===== src/rtl/commit_trace_buffer_pkg.sv =====
// Shared types for the commit trace buffer: FSM state encoding and the packed trace entry.
// Latency: n/a (types and constants only).
// Backpressure: n/a.
// Contents: trace_state_e (IDLE/ARMED/CAPTURE/DONE), trace_entry_t {pc, instr, rd, we, wdata},
//   STATE_W state width, TRACE_XLEN datapath width of the RV32I core.
package trace_pkg;

  // The tracer sits on an RV32I core, so the entry datapath is fixed at 32 bits.
  localparam int TRACE_XLEN = 32;
  localparam int STATE_W    = 2;

  typedef enum logic [STATE_W-1:0] {
    ST_IDLE    = 2'd0,
    ST_ARMED   = 2'd1,
    ST_CAPTURE = 2'd2,
    ST_DONE    = 2'd3
  } trace_state_e;

  typedef struct packed {
    logic [TRACE_XLEN-1:0] pc;
    logic [31:0]           instr;
    logic [4:0]            rd;
    logic                  we;
    logic [TRACE_XLEN-1:0] wdata;
  } trace_entry_t;

endpackage


===== src/rtl/commit_trace_buffer_if.sv =====
// Commit-side input bus and trace read-out port of the commit trace buffer.
// Latency: n/a (wires only).
// Backpressure: read port is valid/ready; the commit side has none (commits are never stalled).
// master: drives commit_* and rd_ready, receives rd_*. slave: the trace buffer.
interface commit_trace_buffer_if
  import trace_pkg::*;
#(
  parameter int XLEN = TRACE_XLEN
);
  logic            commit_valid;
  logic [XLEN-1:0] commit_pc;
  logic [31:0]     commit_instr;
  logic [4:0]      commit_rd;
  logic            commit_we;
  logic [XLEN-1:0] commit_wdata;

  logic            rd_valid;
  logic            rd_ready;
  logic [XLEN-1:0] rd_pc;
  logic [31:0]     rd_instr;
  logic [4:0]      rd_rd;
  logic            rd_we;
  logic [XLEN-1:0] rd_wdata;

  modport master (
    output commit_valid, commit_pc, commit_instr, commit_rd, commit_we, commit_wdata,
    output rd_ready,
    input  rd_valid, rd_pc, rd_instr, rd_rd, rd_we, rd_wdata
  );

  modport slave (
    input  commit_valid, commit_pc, commit_instr, commit_rd, commit_we, commit_wdata,
    input  rd_ready,
    output rd_valid, rd_pc, rd_instr, rd_rd, rd_we, rd_wdata
  );
endinterface


===== src/rtl/commit_trace_buffer_ring.sv =====
// Ring storage for trace entries with read/write pointers and an occupancy count.
// Latency: a push is visible on rd_entry/count the cycle after the write edge; rd_entry is combinational.
// Backpressure: none internally; the owner decides push vs push_overwrite vs drop when full.
// Ports: clk, reset_n; clear (pointers/count to 0, wins over everything); push (normal write),
//   push_overwrite (write while full, discarding the oldest), pop; wr_entry in; rd_entry, count, full, empty out.
module trace_ring
  import trace_pkg::*;
#(
  parameter int DEPTH = 16
) (
  input  logic                     clk,
  input  logic                     reset_n,
  input  logic                     clear,
  input  logic                     push,
  input  logic                     push_overwrite,
  input  logic                     pop,
  input  trace_entry_t             wr_entry,
  output trace_entry_t             rd_entry,
  output logic [$clog2(DEPTH):0]   count,
  output logic                     full,
  output logic                     empty
);

  localparam int PTR_W = $clog2(DEPTH);
  localparam int CNT_W = PTR_W + 1;

  logic [PTR_W-1:0] wr_ptr_q, wr_ptr_d;
  logic [PTR_W-1:0] rd_ptr_q, rd_ptr_d;
  logic [CNT_W-1:0] count_q, count_d;
  logic             wr_en;

  // Storage holds no state that needs a reset: count gates visibility.
  trace_entry_t mem_q [DEPTH];

  always_comb begin
    wr_ptr_d = wr_ptr_q;
    rd_ptr_d = rd_ptr_q;
    count_d  = count_q;
    wr_en    = 1'b0;
    if (clear) begin
      wr_ptr_d = '0;
      rd_ptr_d = '0;
      count_d  = '0;
    end else begin
      wr_en = push | push_overwrite;
      if (wr_en) begin
        wr_ptr_d = wr_ptr_q + PTR_W'(1);
      end
      // An overwrite consumes the oldest slot, so the read side advances with it.
      if (pop | push_overwrite) begin
        rd_ptr_d = rd_ptr_q + PTR_W'(1);
      end
      // Overwrite keeps occupancy at DEPTH; push+pop cancel out.
      if (push && !pop) begin
        count_d = count_q + CNT_W'(1);
      end else if (pop && !push) begin
        count_d = count_q - CNT_W'(1);
      end
    end
  end

  always_ff @(posedge clk or negedge reset_n) begin
    if (!reset_n) begin
      wr_ptr_q <= '0;
      rd_ptr_q <= '0;
      count_q  <= '0;
    end else begin
      wr_ptr_q <= wr_ptr_d;
      rd_ptr_q <= rd_ptr_d;
      count_q  <= count_d;
    end
  end

  always_ff @(posedge clk) begin
    if (wr_en) begin
      mem_q[wr_ptr_q] <= wr_entry;
    end
  end

  assign rd_entry = mem_q[rd_ptr_q];
  assign count    = count_q;
  assign full     = (count_q == CNT_W'(DEPTH));
  assign empty    = (count_q == '0);

endmodule


===== src/rtl/commit_trace_buffer.sv =====
// Retire tracer: records one entry per committed instruction into a ring, with PC trigger and post-trigger depth.
// Latency: a commit is visible on rd_* / count one cycle after its edge; rd_* are combinational from storage.
// Backpressure: commits are never stalled; when full, CAPTURE overwrites (WRAP=1) or drops (WRAP=0), ARMED always overwrites.
// Ports: clk, reset_n (async, active low); bus (commit_* in, rd_* valid/ready out);
//   arm/stop pulses, trig_en/trig_pc/post_count session setup; count, overflow (sticky), state status.
module commit_trace_buffer
  import trace_pkg::*;
#(
  parameter int XLEN  = TRACE_XLEN,  // entry layout is fixed at TRACE_XLEN; keep these equal
  parameter int DEPTH = 16,          // power of two, >= 2
  parameter int WRAP  = 1            // 1: overwrite oldest when full in CAPTURE, 0: stop at full
) (
  input  logic                      clk,
  input  logic                      reset_n,
  commit_trace_buffer_if.slave      bus,
  input  logic                      arm,
  input  logic                      stop,
  input  logic                      trig_en,
  input  logic [XLEN-1:0]           trig_pc,
  input  logic [$clog2(DEPTH):0]    post_count,
  output logic [$clog2(DEPTH):0]    count,
  output logic                      overflow,
  output logic [STATE_W-1:0]        state
);

  localparam int CNT_W = $clog2(DEPTH) + 1;

  trace_state_e     state_q, state_d;
  logic             trig_en_q, trig_en_d;
  logic [CNT_W-1:0] post_q, post_d;
  logic [CNT_W-1:0] remaining_q, remaining_d;
  logic             overflow_q, overflow_d;

  logic             ring_clear, ring_push, ring_ovw, ring_pop;
  logic             ring_full, ring_empty;
  logic [CNT_W-1:0] ring_count;
  logic             live, wrote;
  trace_entry_t     wr_entry, rd_entry;

  assign wr_entry = '{pc:    bus.commit_pc,
                      instr: bus.commit_instr,
                      rd:    bus.commit_rd,
                      we:    bus.commit_we,
                      wdata: bus.commit_wdata};

  assign live = (state_q == ST_ARMED) || (state_q == ST_CAPTURE);

  always_comb begin
    state_d     = state_q;
    trig_en_d   = trig_en_q;
    post_d      = post_q;
    remaining_d = remaining_q;
    overflow_d  = overflow_q;
    ring_clear  = 1'b0;
    ring_push   = 1'b0;
    ring_ovw    = 1'b0;
    ring_pop    = 1'b0;
    wrote       = 1'b0;

    if (arm) begin
      // arm wipes the session; a commit, pop or stop in the same cycle is discarded.
      ring_clear  = 1'b1;
      overflow_d  = 1'b0;
      trig_en_d   = trig_en;
      post_d      = post_count;
      remaining_d = post_count;
      state_d     = trig_en ? ST_ARMED : ST_CAPTURE;
    end else begin
      ring_pop = !ring_empty && bus.rd_ready;

      if (bus.commit_valid && live) begin
        if (!ring_full || ring_pop) begin
          // A concurrent pop frees a slot, so a full buffer still takes a plain push.
          ring_push = 1'b1;
        end else if (state_q == ST_ARMED || WRAP != 0) begin
          ring_ovw = 1'b1;
          // Losing pre-trigger history is expected and not reported.
          if (state_q == ST_CAPTURE) begin
            overflow_d = 1'b1;
          end
        end else begin
          overflow_d = 1'b1;
          // Untriggered stop-at-full session ends on the first dropped commit.
          if (!trig_en_q) begin
            state_d = ST_DONE;
          end
        end
        wrote = ring_push | ring_ovw;

        if (state_q == ST_ARMED) begin
          if (bus.commit_pc == trig_pc) begin
            remaining_d = post_q;
            state_d     = (post_q == '0) ? ST_DONE : ST_CAPTURE;
          end
        end else if (trig_en_q && wrote) begin
          // Dropped commits do not count toward the post-trigger depth.
          remaining_d = remaining_q - CNT_W'(1);
          if (remaining_q == CNT_W'(1)) begin
            state_d = ST_DONE;
          end
        end
      end

      if (stop && live) begin
        state_d = ST_DONE;
      end
    end
  end

  always_ff @(posedge clk or negedge reset_n) begin
    if (!reset_n) begin
      state_q     <= ST_IDLE;
      trig_en_q   <= 1'b0;
      post_q      <= '0;
      remaining_q <= '0;
      overflow_q  <= 1'b0;
    end else begin
      state_q     <= state_d;
      trig_en_q   <= trig_en_d;
      post_q      <= post_d;
      remaining_q <= remaining_d;
      overflow_q  <= overflow_d;
    end
  end

  trace_ring #(
    .DEPTH (DEPTH)
  ) u_ring (
    .clk            (clk),
    .reset_n        (reset_n),
    .clear          (ring_clear),
    .push           (ring_push),
    .push_overwrite (ring_ovw),
    .pop            (ring_pop),
    .wr_entry       (wr_entry),
    .rd_entry       (rd_entry),
    .count          (ring_count),
    .full           (ring_full),
    .empty          (ring_empty)
  );

  assign bus.rd_valid = !ring_empty;
  assign bus.rd_pc    = rd_entry.pc;
  assign bus.rd_instr = rd_entry.instr;
  assign bus.rd_rd    = rd_entry.rd;
  assign bus.rd_we    = rd_entry.we;
  assign bus.rd_wdata = rd_entry.wdata;

  assign count    = ring_count;
  assign overflow = overflow_q;
  assign state    = state_q;

endmodule


===== src/flat_wrapper.sv =====
// flat-port wrapper written by rule: the top's interface ports become plain ports
module commit_trace_buffer_flat import trace_pkg::*;
#(
  parameter int XLEN  = TRACE_XLEN,                                                          
  parameter int DEPTH = 16,                               
  parameter int WRAP  = 1                                                                        
)
  (clk, reset_n, arm, stop, trig_en, trig_pc, post_count, count, overflow, state, bus_commit_valid, bus_commit_pc, bus_commit_instr, bus_commit_rd, bus_commit_we, bus_commit_wdata, bus_rd_ready, bus_rd_valid, bus_rd_pc, bus_rd_instr, bus_rd_rd, bus_rd_we, bus_rd_wdata);
  commit_trace_buffer_if #(.XLEN(XLEN)) bus_i ();
  input  logic clk;
  input  logic reset_n;
  input  logic arm;
  input  logic stop;
  input  logic trig_en;
  input  logic [XLEN-1:0] trig_pc;
  input  logic [$clog2(DEPTH):0] post_count;
  output logic [$clog2(DEPTH):0] count;
  output logic overflow;
  output logic [STATE_W-1:0] state;
  input wire logic [$bits(bus_i.commit_valid)-1:0] bus_commit_valid;
  input wire logic [$bits(bus_i.commit_pc)-1:0] bus_commit_pc;
  input wire logic [$bits(bus_i.commit_instr)-1:0] bus_commit_instr;
  input wire logic [$bits(bus_i.commit_rd)-1:0] bus_commit_rd;
  input wire logic [$bits(bus_i.commit_we)-1:0] bus_commit_we;
  input wire logic [$bits(bus_i.commit_wdata)-1:0] bus_commit_wdata;
  input wire logic [$bits(bus_i.rd_ready)-1:0] bus_rd_ready;
  output wire logic [$bits(bus_i.rd_valid)-1:0] bus_rd_valid;
  output wire logic [$bits(bus_i.rd_pc)-1:0] bus_rd_pc;
  output wire logic [$bits(bus_i.rd_instr)-1:0] bus_rd_instr;
  output wire logic [$bits(bus_i.rd_rd)-1:0] bus_rd_rd;
  output wire logic [$bits(bus_i.rd_we)-1:0] bus_rd_we;
  output wire logic [$bits(bus_i.rd_wdata)-1:0] bus_rd_wdata;
  assign bus_i.commit_valid = bus_commit_valid;
  assign bus_i.commit_pc = bus_commit_pc;
  assign bus_i.commit_instr = bus_commit_instr;
  assign bus_i.commit_rd = bus_commit_rd;
  assign bus_i.commit_we = bus_commit_we;
  assign bus_i.commit_wdata = bus_commit_wdata;
  assign bus_i.rd_ready = bus_rd_ready;
  assign bus_rd_valid = bus_i.rd_valid;
  assign bus_rd_pc = bus_i.rd_pc;
  assign bus_rd_instr = bus_i.rd_instr;
  assign bus_rd_rd = bus_i.rd_rd;
  assign bus_rd_we = bus_i.rd_we;
  assign bus_rd_wdata = bus_i.rd_wdata;
  commit_trace_buffer #(.XLEN(XLEN), .DEPTH(DEPTH), .WRAP(WRAP)) u_core (.clk(clk), .reset_n(reset_n), .bus(bus_i), .arm(arm), .stop(stop), .trig_en(trig_en), .trig_pc(trig_pc), .post_count(post_count), .count(count), .overflow(overflow), .state(state));
endmodule

===== config.mk =====
export PLATFORM = sky130hd
export DESIGN_NAME = commit_trace_buffer_flat
export DESIGN_NICKNAME = d
export VERILOG_FILES = /design/src/rtl/commit_trace_buffer_pkg.sv /design/src/rtl/commit_trace_buffer_if.sv /design/src/rtl/commit_trace_buffer_ring.sv /design/src/rtl/commit_trace_buffer.sv /design/src/flat_wrapper.sv
export SDC_FILE = /design/constraint.sdc
export NUM_CORES = 1
export LEC_CHECK = 0
export CORE_MARGIN = 5
export CORE_UTILIZATION = 40
export DETAILED_ROUTE_END_ITERATION = 8
export SKIP_LAST_GASP = 1
export SLEW_MARGIN = 40
export SYNTH_ARGS = -nofsm -noshare
export SYNTH_HDL_FRONTEND = slang
export SYNTH_SLANG_ARGS = --single-unit

===== constraint.sdc =====
create_clock -name clk -period 9 [get_ports clk]
set_input_delay 1.35 -clock clk [delete_from_list [all_inputs] [get_ports clk]]
set_output_delay 1.35 -clock clk [all_outputs]
set_load 0.05 [all_outputs]

run_1/registers.png
Other sequential cells in the stronger gray, the rest of the logic in the fainter gray.
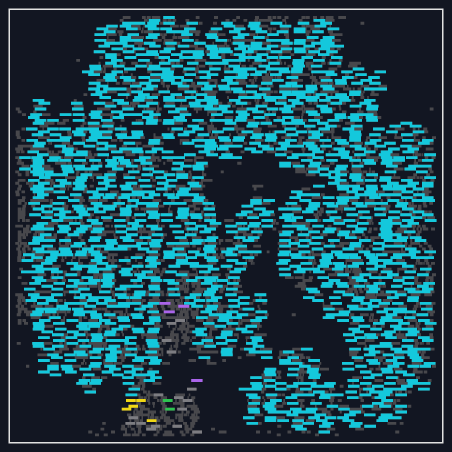
`u_core.remaining_q`: drawn in yellow, placed flops 5. `u_core.u_ring.mem_q`: drawn in cyan, placed flops 1632, where widely spread. `u_core.state`: drawn in green, placed flops 2. `u_core.u_ring.rd_ptr_q`: drawn in purple, placed flops 4.
Another 16 sequential cells are not colored.

run_1/pdn.png
Pins as bars on the die edge.
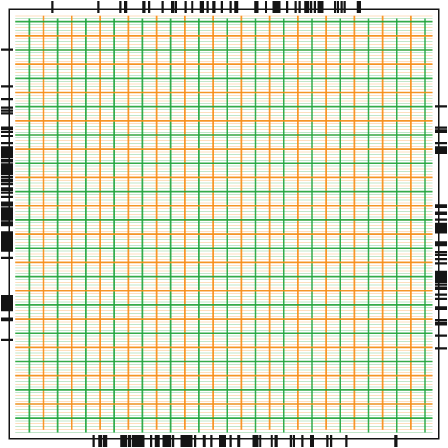
VSS: drawn in green. VDD: drawn in orange.
148 met1 rails follow the rows. 29 straps on met4. 29 straps on met5.

==> results.sh, run 1 <==
# source this file to load flow results
export IMPL_cts_max_level=4
export IMPL_ys_seq_share_pct=77.2
export IMPL_power_mw=19.2
export IMPL_cts_setup_buffers=0
export IMPL_crit_path_cell_trace="buf_4 -> nor2b_4 -> buf_4 -> buf_4 -> a221oi_1 -> o21ai_0 -> nand2_1 -> clkdlybuf4s50_1"
export IMPL_crit_slowest_cell="dfrtp_4"
export IMPL_fin_area_um2=75800
export IMPL_place_area_um2=70000
export IMPL_ff2ff_setup_slack_ps=5000
export IMPL_comb_cell_share_pct=18.4
export IMPL_buffer_area_share_pct=4.83
export IMPL_seq_share_pct=65.6
export IMPL_place_congestion=0.727
export IMPL_buffers_excl_clock=333
export IMPL_ys_flops=1659
export IMPL_internal_power_mw=14.1
export IMPL_cp_data_required_time_ps=7650
export IMPL_clockRootBuffer="clkbuf_16"
export IMPL_use_met3_pct=3.27
export IMPL_path_common_cell="buf_4"
export IMPL_die_area_um2=169000
export IMPL_grt_pass1_wl_um=234000
export IMPL_tritoncts="done"
export IMPL_wl_met1_um=69700
export IMPL_worstMarginPinSlew_ps=869
export IMPL_hold_viol_final=0
export IMPL_areaGrowthSynthToFinish_pct=17.8
export IMPL_dp_cells=5586
export IMPL_drive_above_1_share_pct=17.9
export IMPL_setup_viol=0
export IMPL_netlist_instances=3278
export IMPL_min_period_ps=6840
export IMPL_ant_nets=0
export IMPL_power_leakage_nw=23.5
export IMPL_netlist_top_cell_by_area="edfxtp_1"
export IMPL_reg2reg_depth=8
export IMPL_synth_edff_count=1632
export IMPL_hp_start="u_core.overflow"
export IMPL_grt_pass1_vias=33342
export IMPL_grt_ovfl_total=0
export IMPL_crit_family="buffers and inverters"
export IMPL_ff_latch_area_um2=49700
export IMPL_hold_buffers=0
export IMPL_ys_sh_aoi_pct=5.29
export IMPL_crit_path_end_kind="primary output"
export IMPL_clkCellAreaFrac_pct=7.57
export IMPL_top_layer="met5"
export IMPL_fp_utilization_pct=40.2
export IMPL_cts_buffers_inserted=173
export IMPL_powerSeq_mw=8.68
export IMPL_switching_power_mw=5.16
export IMPL_layout_cells_non_filler=5917
export IMPL_grt_antenna_before_repair=12
export IMPL_num_tap_cells=2160
export IMPL_ys_sh_mux_pct=13.8
export IMPL_drt_iter0_markers=2820
export IMPL_dr_wl_met3_um=8380
export IMPL_top_usage_layer="met2"
export IMPL_dpl_hpwl_um=81500
export IMPL_cts_resized=0
export IMPL_drtPass1Iterations=5
export IMPL_diodes=5
export IMPL_clkTransAtPathRegs_ps=60
export IMPL_status="finished, final reports clean"
export IMPL_vias=32435
run_1/final_clocks.png
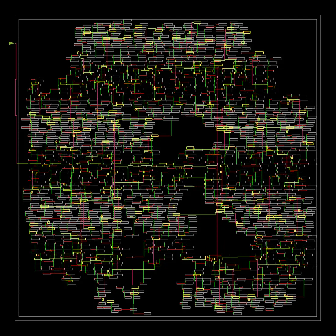
Sink Count: 1659
CLK BUF: 215
flop count: 1659
Clk Latency, worst-skew pair: 810 ps
Worst Skew: 29.6 ps

run_1/zoom.png
Region (78, 283) to (128, 333) um. Cells in gray, sequential cells in the stronger gray; small squares are vias.
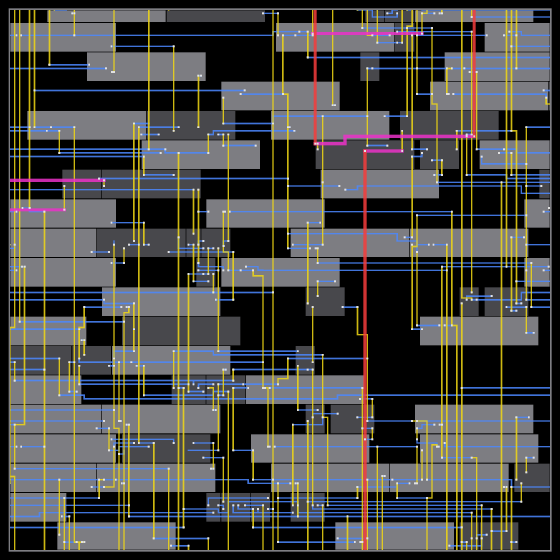
met2: drawn in yellow. met1: drawn in blue. met3: drawn in magenta. met4: drawn in red.
Most frequent: edfxtp_1 (37), mux2i_1 (6). Netlist names of flops here include `u_core.u_ring.mem_q` (37). Sequential cells in the window: 37. 69 logic cells have their middle in the window.

-- run 1: flip-flops by register name, indices dropped and copies added (netlist names) --
signal	cells
u_core.u_ring.mem_q	1632
u_core.post_q	5
u_core.remaining_q	5
u_core.u_ring.count	5
u_core.u_ring.rd_ptr_q	4
u_core.u_ring.wr_ptr_q	4
u_core.state	2
u_core.overflow	1
u_core.trig_en_q	1
-- run 1: synth_stat cells, drive strengths merged (9+ instances only) --
cell,number
edfxtp,1632
mux2i,310
o21ai,216
mux4,204
nand2,124
a21oi,109
mux2,106
a221oi,102
a22oi,102
buf,93
clkbuf,88
xnor2,38
nor2,36
dfrtp,27
ha,14
inv,14
nor3,10
nand4,9
-- run 1: worst min-delay path, cell delays in order, from the launching register on --
cell     delay (ps)
dfrtp_1         360
a31oi_1          50
nor2_1           70
==> run 2, diff against run 1 <==
==> constraint.sdc (replaced) <==
create_clock -name clk -period 6.8 [get_ports clk]
set_input_delay 1.02 -clock clk [delete_from_list [all_inputs] [get_ports clk]]
set_output_delay 1.02 -clock clk [all_outputs]
set_load 0.05 [all_outputs]
run_2/pdn.png
Pins as bars on the die edge.
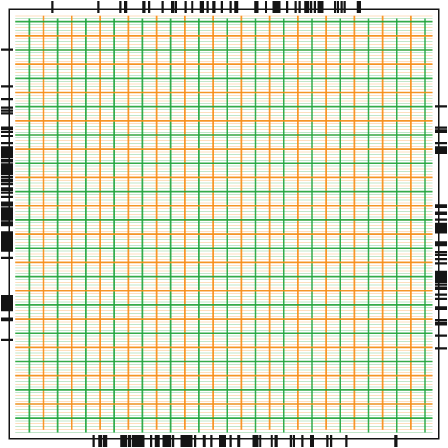
VSS: drawn in green. VDD: drawn in orange.
The core has 147 rows. 257 signal pins sit on the boundary. 29 straps on met5.

run_2/registers.png
Other sequential cells in the stronger gray, the rest of the logic in the fainter gray.
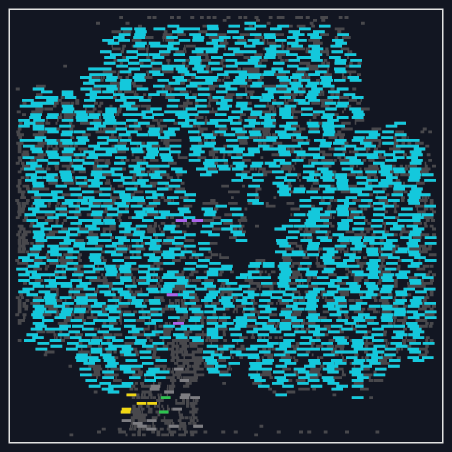
`u_core.remaining_q`: drawn in yellow, placed flops 5, where lower left. `u_core.u_ring.mem_q`: drawn in cyan, placed flops 1632, where widely spread. `u_core.state`: drawn in green, placed flops 2. `u_core.u_ring.rd_ptr_q`: drawn in purple, placed flops 4, where center.
Another 16 sequential cells are not colored.
flop share of the area: 65.5%
FF/Latch Area: 49700 um2

run_2/zoom.png
Region (78, 283) to (128, 333) um. Cells in gray, sequential cells in the stronger gray; small squares are vias.
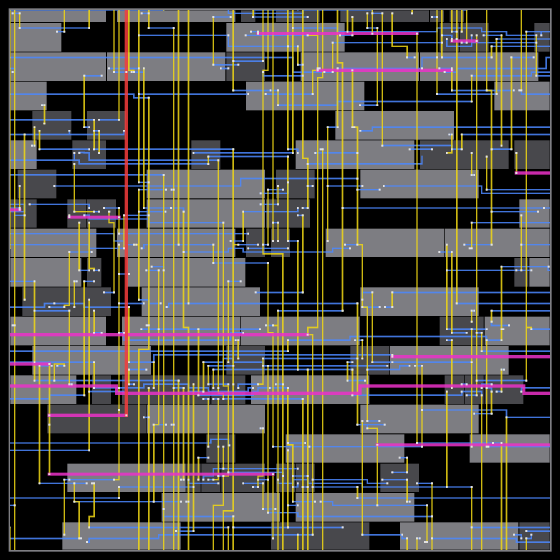
met4: drawn in red. met2: drawn in yellow. met3: drawn in magenta. met1: drawn in blue.
Most frequent: edfxtp_1 (36), mux2i_1 (9), o21ai_0 (6). Sequential cells in the window: 36. Netlist names of flops here include `u_core.u_ring.mem_q` (36). 73 logic cells have their middle in the window.

==> results.sh, run 2 <==
# source this file to load flow results
export IMPL_grt_ovfl_total=0
export IMPL_tritoncts="done"
export IMPL_min_period_ps=5400
export IMPL_cts_setup_buffers=0
export IMPL_ys_flops=1659
export IMPL_drtPass1Iterations=5
export IMPL_crit_family="buffers and inverters"
export IMPL_hold_viol_final=0
export IMPL_cts_max_level=4
export IMPL_top_cell="edfxtp_1"
export IMPL_cp_data_required_time_ps=5780
export IMPL_clockRootBuffer="clkbuf_16"
export IMPL_fp_utilization_pct=40.2
export IMPL_internal_power_mw=18.4
export IMPL_grt_pass1_vias=33323
export IMPL_cts_resized=0
export IMPL_top_register="u_core.u_ring.mem_q"
export IMPL_fin_skew_ps=66.4
export IMPL_worstSkewPairLatency_ps=810
export IMPL_cts_buffers_inserted=174
export IMPL_drt_iter0_markers=2864
export IMPL_grt_antenna_before_repair=19
export IMPL_drive_above_1_share_pct=17.8
export IMPL_netlist_top_cell_by_area="edfxtp_1"
export IMPL_crit_path_end_kind="primary output"
export IMPL_ys_sh_mux_pct=13.8
export IMPL_common_cells="edfxtp_1 (1632), mux2i_1 (310), o21ai_0 (216), mux4_2 (204), nand2_1 (123)"
export IMPL_largest_reg_flops=1632
export IMPL_status="finished, final reports clean"
export IMPL_crit_path_cell_trace="buf_4 -> buf_12 -> mux4_2 -> a22oi_1 -> nand2_1 -> clkdlybuf4s50_1"
export IMPL_areaGrowthSynthToFinish_pct=17.9
export IMPL_worstMarginPinSlew_ps=892
export IMPL_ys_sh_aoi_pct=5.29
export IMPL_switching_power_mw=6.73
export IMPL_reg2reg_depth=7
export IMPL_crit_slowest_cell="dfrtp_4"
export IMPL_powerSeq_mw=11.5
export IMPL_netlist_instances=3278
export IMPL_place_area_um2=70400
export IMPL_ys_seq_share_pct=77.2
export IMPL_ff2ff_setup_slack_ps=3290
export IMPL_setup_viol=0
export IMPL_grt_pass1_wl_um=233000
export IMPL_dp_cells=5606
export IMPL_dpl_hpwl_um=83100
export IMPL_hold_buffers=0
export IMPL_clkTransAtPathRegs_ps=60
export IMPL_die_area_um2=169000
[run 2: cell count changes in the layout (fill, tap and decap cells not counted), moves of 5 or more]
cell and delta:
buf_12 +14, buf_4 +5, buf_6 -5, bufinv_16 -6, clkbuf_1 -5, clkinv_1 +21
clkinv_16 -8, clkinv_2 -13
[run 2: area by class of cell]
class,instances,share of cell area (%)
Timing Repair Buffer,349,5.27
Clock buffer,213,5.99
Antenna cell,5,0.0165
Sequential cell,1659,65.5
Clock inverter,107,1.24
Multi-Input combinational cell,1424,18.4
Tap cell,2160,3.56
Inverter,14,0.0692
[run 2: per-layer routing]
layer	part of all wire (%)	vias up	global-route usage, %
met2	50	899	31.6
met1	43	17184	25.3
met3	5.1	250	3.59
met4	2.5	14	5.28
met5	0.064	-	0
li1	-	14202	-
